### src/rtl/seq_pkg.sv
// rtl/seq_pkg.sv - shared states, song entry layout and key-code helpers for note_sequencer
package seq_pkg;

   typedef enum logic [2:0] {
      ST_IDLE   = 3'd0,
      ST_LOAD   = 3'd1,
      ST_PLAY   = 3'd2,
      ST_GAP    = 3'd3,
      ST_PAUSED = 3'd4,
      ST_DONE   = 3'd5
   } seq_state_t;

   // Song entry: [7:4] key code, [3:0] duration in beats
   localparam int ENTRY_CODE_HI = 7;
   localparam int ENTRY_CODE_LO = 4;
   localparam int ENTRY_DUR_HI  = 3;
   localparam int ENTRY_DUR_LO  = 0;

   localparam logic [3:0] CODE_REST = 4'd0;
   localparam logic [3:0] CODE_END  = 4'd15;

   // Key codes 1..12 select one key; rest, 13, 14 and END are silent
   function automatic logic [11:0] code_to_onehot(input logic [3:0] code);
      logic [11:0] onehot;
      onehot = '0;
      if (code != CODE_REST && code <= 4'd12) begin
         onehot = 12'd1 << (code - 4'd1);
      end
      return onehot;
   endfunction

   // Isolates the lowest set bit so several held keys still give one tone
   function automatic logic [11:0] lowest_onehot(input logic [11:0] value);
      return value & (~value + 12'd1);
   endfunction

endpackage

### src/rtl/song_rom.sv
// rtl/song_rom.sv - combinational song table, one 8-bit entry per address
module song_rom
   import seq_pkg::*;
#(
   parameter int SONG_LEN = 16,
   parameter int ADDR_W   = 4
) (
   input  logic [ADDR_W-1:0] i_addr,
   output logic [7:0]        o_entry
);

   // Table lookup; anything past the song or unlisted reads as END
   always_comb begin
      o_entry = {CODE_END, 4'd0};
      if (int'(i_addr) < SONG_LEN) begin
         case (int'(i_addr))
            0:       o_entry = 8'h11;
            1:       o_entry = 8'h32;
            2:       o_entry = 8'h01;
            default: o_entry = {CODE_END, 4'd0};
         endcase
      end
   end

endmodule

### src/rtl/note_sequencer.sv
// rtl/note_sequencer.sv - song playback sequencer with live-keypad priority; SEQ_LOOP_EN repeats the song
module note_sequencer
   import seq_pkg::*;
#(
   parameter int BEAT_CYCLES = 250000,
   parameter int GAP_CYCLES  = 1000,
   parameter int SONG_LEN    = 16,
   parameter int ADDR_W      = 4
) (
   input  logic              clk,
   input  logic              rst,
   input  logic              start,
   input  logic              stop,
   input  logic              pause,
   input  logic [11:0]       keypad_live,
   output logic [11:0]       note_out,
   output logic              busy,
   output logic              done,
   output logic [ADDR_W-1:0] song_idx
);

   localparam int                CNT_W     = $clog2(15 * BEAT_CYCLES + 1);
   localparam logic [ADDR_W-1:0] LAST_ADDR = ADDR_W'(SONG_LEN - 1);

   seq_state_t        r_state, r_resume, w_state_nx, w_resume_nx;
   logic [CNT_W-1:0]  r_cnt, w_cnt_nx, w_play_len;
   logic [ADDR_W-1:0] r_addr, w_addr_nx;
   logic [3:0]        r_code, w_code_nx;
   logic [7:0]        w_rom_entry;
   logic [3:0]        w_rom_code, w_rom_dur, w_dur;
   logic [11:0]       r_note, w_seq_nx;
   logic              r_done, w_done_nx, w_end;

   song_rom #(
      .SONG_LEN (SONG_LEN),
      .ADDR_W   (ADDR_W)
   ) u_song_rom (
      .i_addr  (r_addr),
      .o_entry (w_rom_entry)
   );

   assign w_rom_code = w_rom_entry[ENTRY_CODE_HI:ENTRY_CODE_LO];
   assign w_rom_dur  = w_rom_entry[ENTRY_DUR_HI:ENTRY_DUR_LO];
   assign w_dur      = (w_rom_dur == 4'd0) ? 4'd1 : w_rom_dur;
   assign w_play_len = CNT_W'(w_dur) * CNT_W'(BEAT_CYCLES);

   assign note_out = r_note;
   assign done     = r_done;
   assign song_idx = r_addr;
   assign busy     = (r_state == ST_LOAD) || (r_state == ST_PLAY) ||
                     (r_state == ST_GAP)  || (r_state == ST_PAUSED);

   // Next-state logic: playback timing first, then pause, then stop overriding everything
   always_comb begin
      w_state_nx  = r_state;
      w_resume_nx = r_resume;
      w_cnt_nx    = r_cnt;
      w_addr_nx   = r_addr;
      w_code_nx   = r_code;
      w_done_nx   = 1'b0;
      w_end       = 1'b0;

      case (r_state)
         ST_IDLE, ST_DONE: begin
            if (start) begin
               w_state_nx = ST_LOAD;
               w_addr_nx  = '0;
            end
         end
         ST_LOAD: begin
            w_code_nx = w_rom_code;
            if (w_rom_code == CODE_END) begin
               w_end = 1'b1;
            end else begin
               w_state_nx = ST_PLAY;
               w_cnt_nx   = w_play_len;
            end
         end
         ST_PLAY: begin
            if (r_cnt <= CNT_W'(1)) begin
               w_state_nx = ST_GAP;
               w_cnt_nx   = CNT_W'(GAP_CYCLES);
            end else begin
               w_cnt_nx = r_cnt - CNT_W'(1);
            end
         end
         ST_GAP: begin
            if (r_cnt <= CNT_W'(1)) begin
               w_cnt_nx = '0;
               if (r_addr == LAST_ADDR) begin
                  w_end = 1'b1;
               end else begin
                  w_addr_nx  = r_addr + ADDR_W'(1);
                  w_state_nx = ST_LOAD;
               end
            end else begin
               w_cnt_nx = r_cnt - CNT_W'(1);
            end
         end
         ST_PAUSED: begin
            if (start) w_state_nx = r_resume;
         end
         default: w_state_nx = ST_IDLE;
      endcase

      if (w_end) begin
         w_done_nx = 1'b1;
`ifdef SEQ_LOOP_EN
         w_state_nx = ST_LOAD;
         w_addr_nx  = '0;
`else
         w_state_nx = ST_DONE;
`endif
      end

      // The cycle on which pause is seen still counts, so a paused note resumes with exactly its remaining length
      if (pause && ((r_state == ST_PLAY) || (r_state == ST_GAP)) &&
          ((w_state_nx == ST_PLAY) || (w_state_nx == ST_GAP))) begin
         w_resume_nx = w_state_nx;
         w_state_nx  = ST_PAUSED;
      end

      if (stop) begin
         w_state_nx = ST_IDLE;
         w_addr_nx  = '0;
         w_cnt_nx   = '0;
         w_done_nx  = 1'b0;
      end
   end

   // Sequencer tone for the state being entered, so note_out changes on the same edge as the state
   always_comb begin
      w_seq_nx = '0;
      if (w_state_nx == ST_PLAY) w_seq_nx = code_to_onehot(w_code_nx);
   end

   // State registers and the registered keypad/sequencer arbitration
   always_ff @(posedge clk or posedge rst) begin
      if (rst) begin
         r_state  <= ST_IDLE;
         r_resume <= ST_IDLE;
         r_cnt    <= '0;
         r_addr   <= '0;
         r_code   <= CODE_REST;
         r_note   <= '0;
         r_done   <= 1'b0;
      end else begin
         r_state  <= w_state_nx;
         r_resume <= w_resume_nx;
         r_cnt    <= w_cnt_nx;
         r_addr   <= w_addr_nx;
         r_code   <= w_code_nx;
         r_done   <= w_done_nx;
         r_note   <= (keypad_live != 12'd0) ? lowest_onehot(keypad_live) : w_seq_nx;
      end
   end

endmodule

### config.mk
export PLATFORM = sky130hd
export DESIGN_NAME = note_sequencer
export DESIGN_NICKNAME = d
export VERILOG_FILES = /design/src/rtl/seq_pkg.sv /design/src/rtl/song_rom.sv /design/src/rtl/note_sequencer.sv
export SDC_FILE = /design/constraint.sdc
export NUM_CORES = 1
export LEC_CHECK = 0
export CAP_MARGIN = 20
export CORE_MARGIN = 2
export CORE_UTILIZATION = 52
export CTS_BUF_LIST = sky130_fd_sc_hd__clkbuf_4 sky130_fd_sc_hd__clkbuf_8
export DETAILED_ROUTE_END_ITERATION = 10
export PLACE_DENSITY = 0.78
export SYNTH_ARGS = -nofsm -noshare
export SYNTH_HDL_FRONTEND = slang
export SYNTH_SLANG_ARGS = --single-unit
### constraint.sdc
create_clock -name clk -period 2.5 [get_ports clk]
set_input_delay 0.25 -clock clk [delete_from_list [all_inputs] [get_ports clk]]
set_output_delay 0.25 -clock clk [all_outputs]
set_load 0.005 [all_outputs]
==> changes_impl.md <==
### Changed

- Grt met1 use: about 38%
- Maximum level of the CTS H-tree: 2
- Crit Path Max Fanout: 7
- Number of flip-flops and latches in the synthesized netlist: 49
- Post-route antenna net violation count: 0
- Fin Setup TNS: -0.4555 ns
- Grt met3 use: under 10%
- Insertion delay to the later sink of the worst-skew pair: 0.31 ns
- Total core area: 0.005507 mm²
- Worst Setup Slack, final: -0.1019 ns
- Static leakage: 1.652 nW
- Status: complete, but fails checks
- Count of cell instances traversed by the critical path: 6
- Wire length on met2: 3969 µm
- Cell count listed in synth_stat.txt: 339
- Routed vias/inst: roughly 6.3
- Highest routed layer: met4
- Setup repair after global routing missed its margin: yes
- Combinational fraction of design power: 62.0%
- MI comb cells: 262
- Failing checks: setup timing
- Xor-xnor portion of the synthesized cell area: less than 1%
- Time the final worst path needs with I/O delays and setup: roughly 2.6 ns
- Setup-violating endpoint count in the final report: 10
- Final wirelength: 8235 µm
- Layout non-clock buf frac: between 15 and 20%
- Endpoint of the most critical setup path: note_out[7]
- Most congested layer reported by global routing: met2
- Cell total after placement: 477
- Post_cts resized: 2
- Pwr top: combinational logic
- Post-Syn Nets: 362
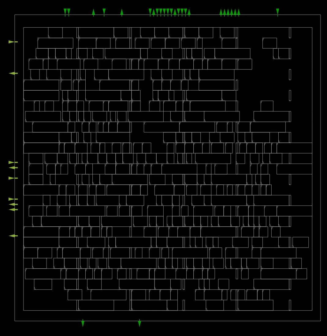
**Above:** placement view.
final instance count without filler cells: 484
proportion of cell area occupied by registers: 31.94%
number of tap cells added at floorplan: 72

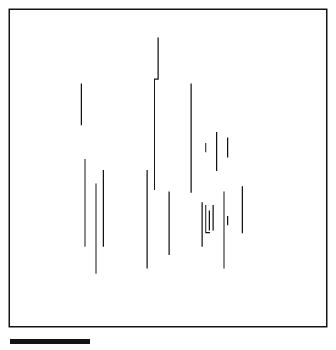
**Above:** the metal 4 layer.
Scale bar: 20 µm.
wire length on this layer = 258 µm
longest straight run = 27.8 µm

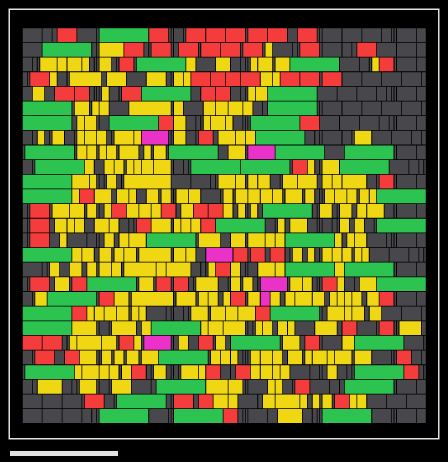
**Above:** cell classes on the final placement.
Scale bar: 20 µm. Fill, decap, tap and diode cells in grey.
other buffers and delay cells -> red  # cells 80, share of their area 18%
all other logic -> yellow  # cells 277, share of their area 47%
flip-flops -> green  # cells 49, share of their area 33%
clock drivers and dummy loads -> magenta  # cells 6, share of their area 2.0%
share of the core filled with cells in the final layout: 69.71%
final std cell area, no fill: 0.003839 mm²
std cell rows: 27

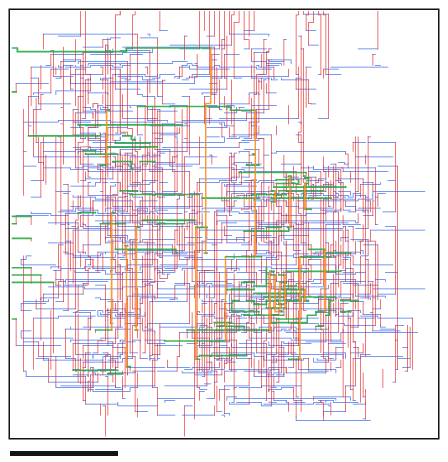
**Above:** metal layers overlaid.
Scale bar: 20 µm.
met4 -> orange  # wire length 258 µm
met2 -> red  # wire length 3970 µm
met3 -> green  # wire length 493 µm
met1 -> blue  # wire length 3510 µm

Power and IR drop assume default switching activity.
